<file path="config.mk">
export PLATFORM = sky130hd
export DESIGN_NAME = qupls_regs_seq_flat
export DESIGN_NICKNAME = d
export VERILOG_FILES = /design/src/rtl/qupls_regs_seq_if.sv /design/src/rtl/qupls_regs_seq.sv /design/src/flat_wrapper.sv
export SDC_FILE = /design/constraint.sdc
export NUM_CORES = 1
export LEC_CHECK = 0
export CAP_MARGIN = 20
export CORE_MARGIN = 2
export CORE_UTILIZATION = 55
export DETAILED_ROUTE_END_ITERATION = 8
export PLACE_DENSITY = 0.87
export SYNTH_ARGS = -nofsm -noshare
export SYNTH_HDL_FRONTEND = slang
export SYNTH_SLANG_ARGS = --single-unit
</file>
<file path="constraint.sdc">
create_clock -name clk -period 5 [get_ports clk]
set_input_delay 0.5 -clock clk [delete_from_list [all_inputs] [get_ports clk]]
set_output_delay 0.5 -clock clk [all_outputs]
set_load 0.01 [all_outputs]
</file>
<file path="src/rtl/qupls_regs_seq_if.sv">
// Purpose : shared instruction type and the handshake bundle of the register-list sequencer.
// Latency : none; wires and modports only.
// Backpressure: in_valid/in_ready on the decode side, uop_valid/uop_ready on the issue side.
// Ports   : flush, in_* (instruction plus register list), uop_* (one micro-op per register).
//           slave = sequencer view, master = producer/consumer view.

package qupls_regs_seq_pkg;
    typedef logic [31:0] instruction_t;
endpackage

interface qupls_regs_seq_if
    import qupls_regs_seq_pkg::*;
#(
    parameter int MASKW = 32,
    parameter int STEP  = 8
);
    localparam int REGW = $clog2(MASKW);
    localparam int OFFW = REGW + $clog2(STEP);

    logic             flush;
    logic             in_valid;
    logic             in_ready;
    logic             in_regs;
    instruction_t     in_instr;
    logic [MASKW-1:0] in_mask;
    logic             in_store;

    logic             uop_valid;
    logic             uop_ready;
    instruction_t     uop_instr;
    logic             uop_pass;
    logic [REGW-1:0]  uop_reg;
    logic [OFFW-1:0]  uop_offset;
    logic             uop_store;
    logic             uop_null;
    logic             uop_last;

    modport slave (
        input  flush, in_valid, in_regs, in_instr, in_mask, in_store, uop_ready,
        output in_ready, uop_valid, uop_instr, uop_pass, uop_reg, uop_offset,
               uop_store, uop_null, uop_last
    );

    modport master (
        output flush, in_valid, in_regs, in_instr, in_mask, in_store, uop_ready,
        input  in_ready, uop_valid, uop_instr, uop_pass, uop_reg, uop_offset,
               uop_store, uop_null, uop_last
    );
endinterface

</file>
<file path="src/rtl/qupls_regs_seq.sv">
// Purpose : expands an OP_REGS register-list instruction into one load/store micro-op per set bit.
// Latency : 1 cycle from input transfer to first uop; one uop per cycle after that.
// Backpressure: uop fields held while uop_ready=0; in_ready only in IDLE with the output slot free.
// Ports   : clk, rst_n (synchronous, active-low), io (qupls_regs_seq_if.slave).
// Config  : QUPLS_REGS_SEQ_STORE_DESCEND_EN -> store lists walk highest register first.

module qupls_regs_seq
    import qupls_regs_seq_pkg::*;
#(
    parameter int MASKW = 32,
    parameter int STEP  = 8
) (
    input  logic               clk,
    input  logic               rst_n,
    qupls_regs_seq_if.slave    io
);
    localparam int REGW = $clog2(MASKW);
    localparam int OFFW = REGW + $clog2(STEP);

    typedef enum logic {IDLE, EXPAND} state_t;

    state_t           state_q, state_d;
    logic [MASKW-1:0] rem_q, rem_d;     // bits still to emit, excluding the current uop
    logic             desc_q, desc_d;   // walking the current list high-to-low
    logic             vld_q, vld_d;
    instruction_t     instr_q, instr_d;
    logic             pass_q, pass_d;
    logic [REGW-1:0]  reg_q, reg_d;
    logic [OFFW-1:0]  off_q, off_d;
    logic             store_q, store_d;
    logic             null_q, null_d;
    logic             last_q, last_d;

    function automatic logic [REGW-1:0] pick_lo(input logic [MASKW-1:0] m);
        pick_lo = '0;
        for (int i = MASKW - 1; i >= 0; i--)
            if (m[i]) pick_lo = REGW'(i);
    endfunction

    function automatic logic [REGW-1:0] pick_hi(input logic [MASKW-1:0] m);
        pick_hi = '0;
        for (int i = 0; i < MASKW; i++)
            if (m[i]) pick_hi = REGW'(i);
    endfunction

    function automatic logic [REGW:0] popcnt(input logic [MASKW-1:0] m);
        popcnt = '0;
        for (int i = 0; i < MASKW; i++)
            popcnt = popcnt + (REGW+1)'(m[i]);
    endfunction

    logic             desc_in;
    logic             in_ready_c;
    logic             in_xfer;
    logic             out_xfer;
    logic [REGW-1:0]  first_idx;
    logic [MASKW-1:0] first_rest;
    logic [OFFW-1:0]  first_off;
    logic [REGW-1:0]  next_idx;
    logic [MASKW-1:0] next_rest;

`ifdef QUPLS_REGS_SEQ_STORE_DESCEND_EN
    assign desc_in = io.in_store;
`else
    assign desc_in = 1'b0;
`endif

    assign in_ready_c = (state_q == IDLE) && (!vld_q || io.uop_ready) && !io.flush;
    assign in_xfer    = io.in_valid && in_ready_c;
    assign out_xfer   = vld_q && io.uop_ready;

    assign first_idx  = desc_in ? pick_hi(io.in_mask) : pick_lo(io.in_mask);
    assign first_rest = io.in_mask & ~(MASKW'(1) << first_idx);
    // Offsets are rank-based whatever the walk order, so a descending walk
    // starts at the highest rank and counts down.
    assign first_off  = desc_in ? OFFW'(popcnt(io.in_mask) - 1'b1) * OFFW'(STEP) : '0;

    assign next_idx   = desc_q ? pick_hi(rem_q) : pick_lo(rem_q);
    assign next_rest  = rem_q & ~(MASKW'(1) << next_idx);

    always_comb begin
        state_d = state_q;
        rem_d   = rem_q;
        desc_d  = desc_q;
        vld_d   = vld_q;
        instr_d = instr_q;
        pass_d  = pass_q;
        reg_d   = reg_q;
        off_d   = off_q;
        store_d = store_q;
        null_d  = null_q;
        last_d  = last_q;

        if (io.flush) begin
            state_d = IDLE;
            rem_d   = '0;
            vld_d   = 1'b0;
        end else if (in_xfer) begin
            vld_d   = 1'b1;
            instr_d = io.in_instr;
            desc_d  = desc_in;
            state_d = IDLE;
            rem_d   = '0;
            reg_d   = '0;
            off_d   = '0;
            pass_d  = 1'b0;
            null_d  = 1'b0;
            last_d  = 1'b1;
            store_d = io.in_regs && io.in_store;
            if (!io.in_regs) begin
                pass_d = 1'b1;
            end else if (io.in_mask == '0) begin
                null_d = 1'b1;
            end else begin
                reg_d   = first_idx;
                off_d   = first_off;
                rem_d   = first_rest;
                last_d  = (first_rest == '0);
                state_d = (first_rest != '0) ? EXPAND : IDLE;
            end
        end else if (out_xfer) begin
            if (state_q == EXPAND) begin
                reg_d   = next_idx;
                off_d   = desc_q ? off_q - OFFW'(STEP) : off_q + OFFW'(STEP);
                rem_d   = next_rest;
                last_d  = (next_rest == '0);
                state_d = (next_rest != '0) ? EXPAND : IDLE;
            end else begin
                vld_d = 1'b0;
            end
        end
    end

    always_ff @(posedge clk) begin
        if (!rst_n) begin
            state_q <= IDLE;
            rem_q   <= '0;
            desc_q  <= 1'b0;
            vld_q   <= 1'b0;
            instr_q <= '0;
            pass_q  <= 1'b0;
            reg_q   <= '0;
            off_q   <= '0;
            store_q <= 1'b0;
            null_q  <= 1'b0;
            last_q  <= 1'b0;
        end else begin
            state_q <= state_d;
            rem_q   <= rem_d;
            desc_q  <= desc_d;
            vld_q   <= vld_d;
            instr_q <= instr_d;
            pass_q  <= pass_d;
            reg_q   <= reg_d;
            off_q   <= off_d;
            store_q <= store_d;
            null_q  <= null_d;
            last_q  <= last_d;
        end
    end

    assign io.in_ready   = in_ready_c;
    assign io.uop_valid  = vld_q;
    assign io.uop_instr  = instr_q;
    assign io.uop_pass   = pass_q;
    assign io.uop_reg    = reg_q;
    assign io.uop_offset = off_q;
    assign io.uop_store  = store_q;
    assign io.uop_null   = null_q;
    assign io.uop_last   = last_q;
endmodule

</file>
<file path="src/flat_wrapper.sv">
// flat-port wrapper written by rule: the top's interface ports become plain ports
module qupls_regs_seq_flat import qupls_regs_seq_pkg::*;
#(
    parameter int MASKW = 32,
    parameter int STEP  = 8
)
  (clk, rst_n, io_flush, io_in_valid, io_in_regs, io_in_instr, io_in_mask, io_in_store, io_uop_ready, io_in_ready, io_uop_valid, io_uop_instr, io_uop_pass, io_uop_reg, io_uop_offset, io_uop_store, io_uop_null, io_uop_last);
  qupls_regs_seq_if #(.MASKW(MASKW), .STEP(STEP)) io_i ();
  input  logic clk;
  input  logic rst_n;
  input wire logic [$bits(io_i.flush)-1:0] io_flush;
  input wire logic [$bits(io_i.in_valid)-1:0] io_in_valid;
  input wire logic [$bits(io_i.in_regs)-1:0] io_in_regs;
  input wire logic [$bits(io_i.in_instr)-1:0] io_in_instr;
  input wire logic [$bits(io_i.in_mask)-1:0] io_in_mask;
  input wire logic [$bits(io_i.in_store)-1:0] io_in_store;
  input wire logic [$bits(io_i.uop_ready)-1:0] io_uop_ready;
  output wire logic [$bits(io_i.in_ready)-1:0] io_in_ready;
  output wire logic [$bits(io_i.uop_valid)-1:0] io_uop_valid;
  output wire logic [$bits(io_i.uop_instr)-1:0] io_uop_instr;
  output wire logic [$bits(io_i.uop_pass)-1:0] io_uop_pass;
  output wire logic [$bits(io_i.uop_reg)-1:0] io_uop_reg;
  output wire logic [$bits(io_i.uop_offset)-1:0] io_uop_offset;
  output wire logic [$bits(io_i.uop_store)-1:0] io_uop_store;
  output wire logic [$bits(io_i.uop_null)-1:0] io_uop_null;
  output wire logic [$bits(io_i.uop_last)-1:0] io_uop_last;
  assign io_i.flush = io_flush;
  assign io_i.in_valid = io_in_valid;
  assign io_i.in_regs = io_in_regs;
  assign io_i.in_instr = io_in_instr;
  assign io_i.in_mask = io_in_mask;
  assign io_i.in_store = io_in_store;
  assign io_i.uop_ready = io_uop_ready;
  assign io_in_ready = io_i.in_ready;
  assign io_uop_valid = io_i.uop_valid;
  assign io_uop_instr = io_i.uop_instr;
  assign io_uop_pass = io_i.uop_pass;
  assign io_uop_reg = io_i.uop_reg;
  assign io_uop_offset = io_i.uop_offset;
  assign io_uop_store = io_i.uop_store;
  assign io_uop_null = io_i.uop_null;
  assign io_uop_last = io_i.uop_last;
  qupls_regs_seq #(.MASKW(MASKW), .STEP(STEP)) u_core (.clk(clk), .rst_n(rst_n), .io(io_i));
endmodule
</file>
run_1/final_congestion.png
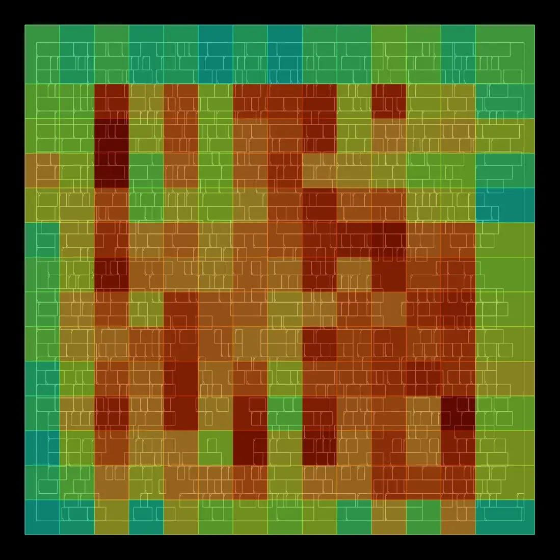
Routed WL per cell: 20.38 µm
GR Layer Usage met2: 0.5904
final core utilization: 0.7190
GRT Util Overall: 0.3657
GRT busiest layer: met2

run_1/pins.png
Drawn at 4 px/µm. Pins as bars across the die edge, other pins in gray.
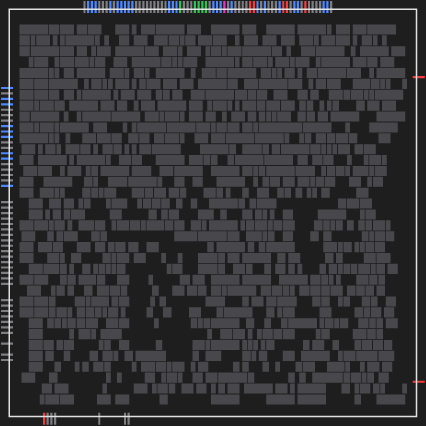
- blue: io_in_instr (pins 32; direction input; edge 23 top, 9 left)
- red: io_uop_offset (pins 8; direction output; edge 5 top, 2 right, 1 bottom)
- green: io_uop_reg (pins 5; direction output; edge top)
- magenta: io_uop_last (pins 1; direction output; edge top)
- all pins by edge: 68 top, 45 left, 7 bottom, 2 right

==> impl_metrics.toml, run 1 <==
# synthesis and place-and-route metrics
[cts]
clock_latency_ns = 0.36
cts_resized = 0
path_clk_slew_ns = 0.09
htreeDepth = 3
root_buffer = "clkbuf_8"
cts_tree = "built"

[final_layout]
final-comb-area_mm2 = 0.003352
register_area_mm2 = 0.001602

[worst_hold_path]
worstHoldPathCells = 2

[floorplanning]
dieArea_mm2 = 0.01029
die_h_um = 101.4
design.core.area_mm2 = 0.009240
fp_util = 0.5651
num_io_pins = 122

[power]
switching_power_mw = 0.5295
vdd_drop_max_v = 0.0001895
powerDensity_mw_per_mm2 = 239.4

[synth]
ys_ff = 80
top_cell_area_share = 0.3067
ys_cells = 702
synthTopCellsByArea = "dfxtp_1 31%, nand2_1 8.0%, a21boi_0 5.0%, a21oi_1 4.9%, nor2_1 4.3%"
ys_seq_frac = 0.3067
ys_chip_area_mm2 = 0.005221

[critical_path]
cp_max_fo = 12
cp.buffers_inverters = 0
crit_type = "register to register"
worst_setup_path_end_kind = "register"

[final_timing]
post-route-min-period_ns = 4.161
rsz0062_at_grt = "false"
hold_viol_final = 0
finalCritPeriodShare = 0.8321
max_freq_mhz = 240.3

[placement]
io_buffers = 118
placed_cell_area_mm2 = 0.006435
gp_congestion = 1.003
hpwl_um = 14370

[drt]
num_vias = 6110
wirelength_um = 18900

[run]
warnings = 26

[run_status]
outcome = "complete, no violations"
run_1/wire_density.png
Drawn at 4 px/µm. The die is cut into 20 by 20 equal tiles; dark blue is low, red is high, scaled to the fullest tile. Values are wire area over tile area, all layers added.
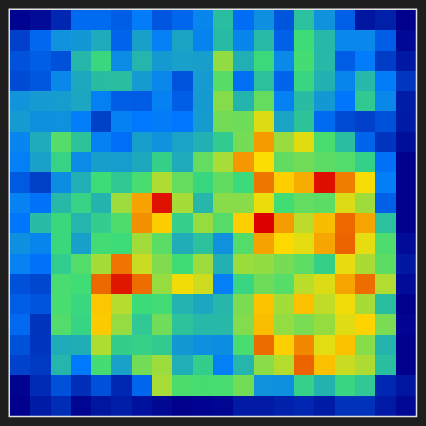
- nearly empty tiles: 4.8%
- mean over tiles: 0.31
- tiles over half the peak: 36%
- densest ninth of the die: center

-- run 1: final cells by class --
class / instances / share of cell area
Clock buffer: 9 / 0.01864
Tap cell: 129 / 0.02429
Inverter: 19 / 0.01073
Clock inverter: 7 / 0.01281
Multi-Input combinational cell: 556 / 0.5045
Timing Repair Buffer: 127 / 0.1879
Sequential cell: 80 / 0.2411
-- run 1: power groups by stage --
stage / clock network [mW] / registers (mW) / logic, mW
after floorplan: 0 / 0.693 / 0.204
after global placement: 0 / 0.688 / 0.385
after detailed placement: 0 / 0.689 / 0.389
after CTS: 0.515 / 0.674 / 0.391
after global routing: 0.542 / 0.677 / 0.430
final: 0.513 / 0.675 / 0.402
-- run 1: placed cells by master (no fill, tap or decap), types with 4 or more instances in the layout --
master	n
buf_4	9
clkdlybuf4s50_1	118
nand2_1	110
nand4_1	9
o31a_1	12
nor2_1	60
o21a_1	6
o31ai_1	7
nor3b_1	6
a31oi_1	5
and2_1	9
dfxtp_1	80
a211oi_1	9
a21boi_0	35
or4_1	7
nor4_1	19
nand2b_1	12
o211a_1	4
a21o_1	5
nand3_1	8
inv_1	19
clkbuf_8	9
o41ai_1	7
a21oi_1	50
or3_1	7
o311ai_0	20
nor2b_1	6
o21ai_0	30
nor3_1	19
o211ai_1	22
-- run 1: worst register-to-register path: stages (launching register included) --
cell       delay (ns)
dfxtp_1          0.38
or4_1            0.54
o211a_1          0.23
o21ai_1          0.38
nand2_1          0.39
o41a_1           0.49
a2111oi_0        0.46
nand4_1          0.17
a2111oi_0        0.42
nand2_1          0.17
a211oi_1         0.31
a32o_1           0.16
-- run 1: logic make-up (layout without fill, tap and decap cells) --
| family | count (synthesis) | count (layout) | synth area share |
|---|---|---|---|
| compound gates | 251 | 251 | 0.3451 |
| xor+xnor | 3 | 3 | 0.005033 |
| fa+ha+maj | 1 | 1 | 0.002396 |
| buf+inv | 68 | 162 | 0.05392 |
| flops | 80 | 80 | 0.3067 |
| other cells | 1 | 3 | 0.0007182 |
| simple gates | 298 | 298 | 0.2861 |
-- run 1: worst paths after layout --
kind                           from                endpoint
max                u_core.rem_q[27]      u_core.io.uop_last
min          u_core.io.uop_instr[5]  u_core.io.uop_instr[5]
max reg2reg        u_core.rem_q[27]      u_core.io.uop_last
min reg2reg  u_core.io.uop_instr[5]  u_core.io.uop_instr[5]
-- run 1: per-stage QoR --
step           instances  power, mW  setup slack, ns
6_report             927      1.591           0.8393
5_1_grt              927      1.649           0.4915
4_1_cts              927      1.580           0.9070
3_5_place_dp         911      1.078           0.7842
3_3_place_gp         911      1.073           0.8267
2_1_floorplan        704     0.8966            1.641
-- run 1: layer usage --
layer	vias up	GRT usage	routed length [µm]
li1	2826	-	-
met1	2829	0.4770	7370
met2	390	0.5904	8936
met3	65	0.09386	1954
met4	0	0.1237	634
met5	-	0	0
==> run 1 -> run 2 <==
CORE_UTILIZATION = 46   (was 55)
PLACE_DENSITY = 0.77   (was 0.87)
clock period = 3.6 ns   (was 5 ns; I/O delays follow)
==> impl_metrics.toml, run 2 <==
# synthesis and place-and-route metrics
[run_status]
outcome = "complete, no violations"

[final_timing]
fin_ws_ns = 0.02623
max_freq_mhz = 279.8
hold_viol_final = 0
finalCritPeriodShare = 0.9927

[placement]
gp_congestion = 0.9672
hpwl_um = 17090
pre_cts_slack_ns = -0.2792
placed_cell_area_mm2 = 0.007351

[power]
switching_power_mw = 0.7810

[grt]
grt_use_total = 0.3471

[synth]
ys_ff = 80
synthAoiAreaFrac = 0.3451
simple_gate_share = 0.2861
ys_chip_area_mm2 = 0.005221
ys_sh_xor = 0.005032
synth-edff-count = 0
synthTopLogicFamily = "AND-OR/OR-AND gates"
mux_area_frac = 0
synthTopCellsByArea = "dfxtp_1 31%, nand2_1 8.0%, a21boi_0 5.0%, a21oi_1 4.9%, nor2_1 4.3%"
ys_cells = 702
top_cell_area_share = 0.3067

[cts]
cts_tree = "built"
clock_latency_ns = 0.34
path_clk_slew_ns = 0.06
htreeDepth = 3
root_buffer = "clkbuf_16"

[final_layout]
instances_no_fill = 1058
final_cell_mix = "129 x buf_4, 118 x clkdlybuf4s50_1, 110 x nand2_1"
lay_top_count = "buf_4"

[drt]
wl_per_cell_um = 20.69
num_vias = 6661

[floorplanning]
die_h_um = 110.5
fp_util = 0.4775
dieArea_mm2 = 0.01222
design.core.area_mm2 = 0.01094

[critical_path]
cp_max_fo = 7
worst_setup_path_end_kind = "register"
crit_type = "register to register"

[run]
warnings = 26
[run 2: cell count changes in the layout (fill, tap and decap cells not counted), sizes merged]
| cell | before | now |
|---|---|---|
| bufinv | 1 | 2 |
| clkinv | 0 | 3 |
| clkbuf | 9 | 10 |
| inv | 23 | 20 |
| buf | 9 | 129 |
| clkinvlp | 2 | 0 |
[run 2: per-stage QoR]
stage	utilization	power [mW]	setup TNS [ns]
floorplan	-	1.245	0
global placement	0.6722	1.613	-0.6360
detailed placement	0.6722	1.619	-0.5482
CTS	0.7023	2.599	0
global route	0.7053	2.712	-0.3019
finish	0.7053	2.626	0
[run 2: final cells by class]
cell class,count,area [µm²]
clock inverter,6,91.34
tap,140,175.2
inverter,19,71.32
sequential,80,1602
fill,874,3223
timing repair buffer,247,2150
multi-input combinational,556,3395
clock buffer,10,229.0
[run 2: worst max-delay path: stages, from the launching register on]
cell and delay, ns:
dfxtp_1 0.47, nor2_1 0.08, o311ai_0 0.47, a31oi_1 0.23, o21a_1 0.31, buf_4 0.19
o41ai_1 0.38, and4_1 0.26, nand4_1 0.17, a2111oi_2 0.41, nand2_1 0.17, a211oi_2 0.25
a32o_1 0.14
[run 2: timing repair]
action / CTS / global route
endpoints found under the hold margin: 0 / 0
pin swaps: 0 / 2
resized: 3 / 10
setup endpoints to repair: 2 / 2
setup buffers: 0 / 0
[run 2: final timing paths]
path,from,to,slack (ns),depth (start not counted)
max,u_core.rem_q[31],u_core.io.uop_last,0.03,12
min,u_core.io.uop_instr[13],u_core.io.uop_instr[13],0.46,2
max reg2reg,u_core.rem_q[31],u_core.io.uop_last,0.03,12
min reg2reg,u_core.io.uop_instr[13],u_core.io.uop_instr[13],0.46,2
[run 2: routing by layer]
layer	routed length (µm)	vias up	track usage	share of wire
li1	-	3051	-	-
met5	0	-	0	0
met4	747	0	0.1392	0.034
met2	10600	449	0.5939	0.48
met3	2180	66	0.05434	0.10
met1	8356	3095	0.4359	0.38
[run 2: cells by family (layout without fill, tap and decap cells)]
family	after synthesis	in the layout
AND/OR/NAND/NOR	298	298
AND-OR/OR-AND	251	251
flip-flops	80	80
buffers and inverters	68	282
XOR/XNOR	3	3
adder cells (fa/ha/maj)	1	1
other	1	3
[run 2: power by group through the flow]
stage          logic, mW  clock network, mW  registers [mW]
2_1_floorplan      0.283                  0           0.962
3_3_place_gp       0.658                  0           0.954
3_5_place_dp       0.663                  0           0.956
4_1_cts            0.668              0.994           0.937
5_1_grt            0.738               1.03           0.940
6_report           0.694              0.994           0.938
run_2/wire_density.png
Drawn at 3 px/µm. The die is cut into 22 by 22 equal tiles; dark blue is low, red is high, scaled to the fullest tile. Values are wire area over tile area, all layers added.
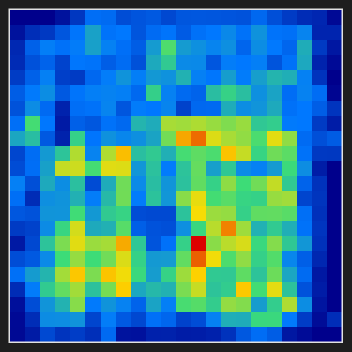
- densest ninth of the die: center
- tiles over half the peak: 21%
- emptiest ninth of the die: upper left

==> run 2 -> run 3 <==
GPL_TIMING_DRIVEN = 0   (was unset)
HOLD_SLACK_MARGIN = 0.02   (was unset)
SETUP_SLACK_MARGIN = 0.5   (was unset)
==> impl_metrics.toml, run 3 <==
# synthesis and place-and-route metrics
[run_status]
outcome = "complete, no violations"

[final_timing]
finalCritPeriodShare = 0.9208
max_freq_mhz = 301.7
tns_ns = 0

[power]
vdd_drop_max_v = 0.0002734
powerDensity_mw_per_mm2 = 339.0

[final_layout]
final-comb-area_mm2 = 0.003721
fill_cells = 927
utilization = 0.6826

[floorplanning]
num_io_pins = 122
die_h_um = 110.5
design.core.area_mm2 = 0.01094

[run]
warnings = 29

[placement]
placed_cell_area_mm2 = 0.006545
hpwl_um = 15890
gp_congestion = 1.010

[critical_path]
reg2reg_to = "u_core.state_q"
crit_type = "input pin to register"
critPathMaxStageDelay_ns = 0.54
cp.buffers_inverters = 2
path_cells = "buf_8 -> or4_4 -> o211ai_2 -> a31oi_4 -> nor4_4 -> buf_12 -> nand2_8 -> o31a_1 -> or4_1 -> and4bb_1 -> nand4_1 -> o41ai_4 -> a21oi_1"
cp_max_fo = 4
cpLargestDelayFamily = "simple AND/OR/NAND/NOR gates"
worst_setup_path_end_kind = "register"

[synth]
ys_seq_frac = 0.3067
ys_ff = 80

[cts]
path_clk_slew_ns = 0.06
htreeDepth = 3
cts_tree = "built"

[worst_hold_path]
min_to = "u_core.rem_q[24]"

[grt]
grt_use_total = 0.3346

[drt]
wirelength_um = 21260
wl_per_cell_um = 21.24
num_vias = 6354
==> run 3: cell counts after synthesis <==
Identical to the previous run, type by type.
==> run 3: layer usage <==
metal	global-route usage	wire, µm	share of wire	vias to the layer above
met5	0	0	0	-
met4	0.1592	925	0.044	0
met2	0.5219	9677	0.46	418
li1	-	-	-	2938
met3	0.05708	2134	0.10	71
met1	0.4497	8523	0.40	2927
==> run 3: area by class of cell <==
class	count	area share
clock buffers	10	0.03201
flip-flops and latches	80	0.2162
repair buffers	142	0.1775
multi-input cells	556	0.4985
well taps	140	0.02347
inverters	19	0.009554
plain buffers	49	0.03403
clock inverters	5	0.008716
==> run 3: worst max-delay path by stage <==
stage / start / to / slack [ns] / cells past startpoint
floorplan: io_in_mask[24] / u_core.state_q / 0.38 / 11
global placement: io_in_mask[24] / u_core.state_q / -0.96 / 12
detailed placement: io_in_mask[24] / u_core.state_q / -0.93 / 12
CTS: io_in_mask[27] / u_core.state_q / 0.21 / 13
global route: u_core.rem_q[26] / u_core.io.uop_last / 0.12 / 11
finish: io_in_mask[27] / u_core.state_q / 0.29 / 13
==> run 3: logic make-up after synthesis <==
group           after synthesis  synth area share
simple gates                298            0.2861
compound gates              251            0.3451
flops                        80            0.3067
buf+inv                      68           0.05392
xor+xnor                      3          0.005033
fa+ha+maj                     1          0.002396
other cells                   1         0.0007182
==> run 3: power breakdown <==
group,internal (mW),switching (mW)
clock,0.558,0.374
combinational,0.273,0.387
sequential,0.914,0.0251
==> run 3: stage by stage <==
step	power, mW	setup WS [ns]	std cells
finish	2.531	0.2850	1001
global route	2.618	0.1210	1001
CTS	2.498	0.2149	995
detailed placement	1.511	-0.9291	958
global placement	1.510	-0.9636	958
floorplan	1.245	0.3832	704
==> run 3: worst min-delay path, cell delays in order <==
cell and delay (ns):
buf_8 0.11, o211ai_1 0.08, a21oi_1 0.07
==> run 3: timing repair <==
action | CTS | global route
setup endpoints to repair | 2 | 12
resized | 162 | 28
pin swaps | 30 | 17
setup buffers | 22 | 6
hold buffers | 0 | 0
run_3/met3.png
Drawn at 4 px/µm. Cells faint in the background.
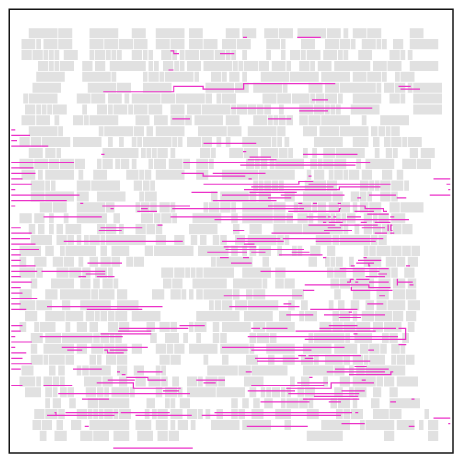
- main direction: horizontal
- longest straight run: 48.3 µm
- share of all routed wire: 10%
- nets with wire on the layer: 182
- wire length on this layer: 2130 µm


## Gallery

Met2 routing.
Drawn at 4 px/µm. Cells faint in the background.
picture 1
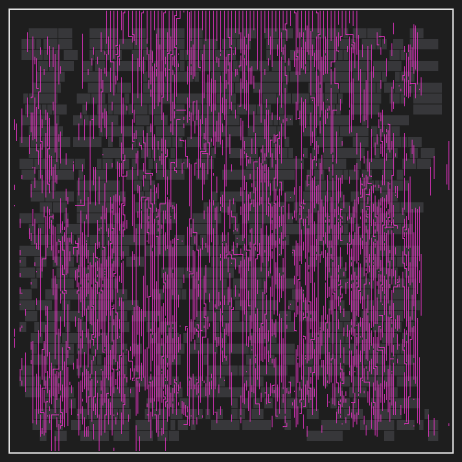
picture 2
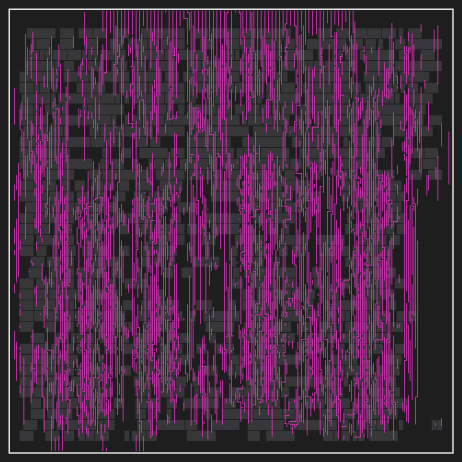
picture 3
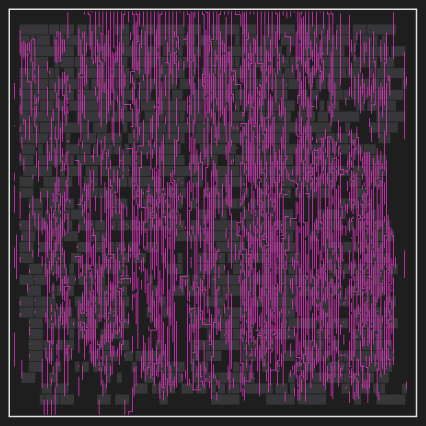
run 2 -> picture 2
run 1 -> picture 3
run 3 -> picture 1
- smallest die: picture 3

Key to picture 3:
- longest straight run: 44.2 µm
- wire length on this layer: 8940 µm
- nets with wire on the layer: 753
- share of all routed wire: 47%
- main direction: vertical

Power is estimated from default activity; no workload was simulated.
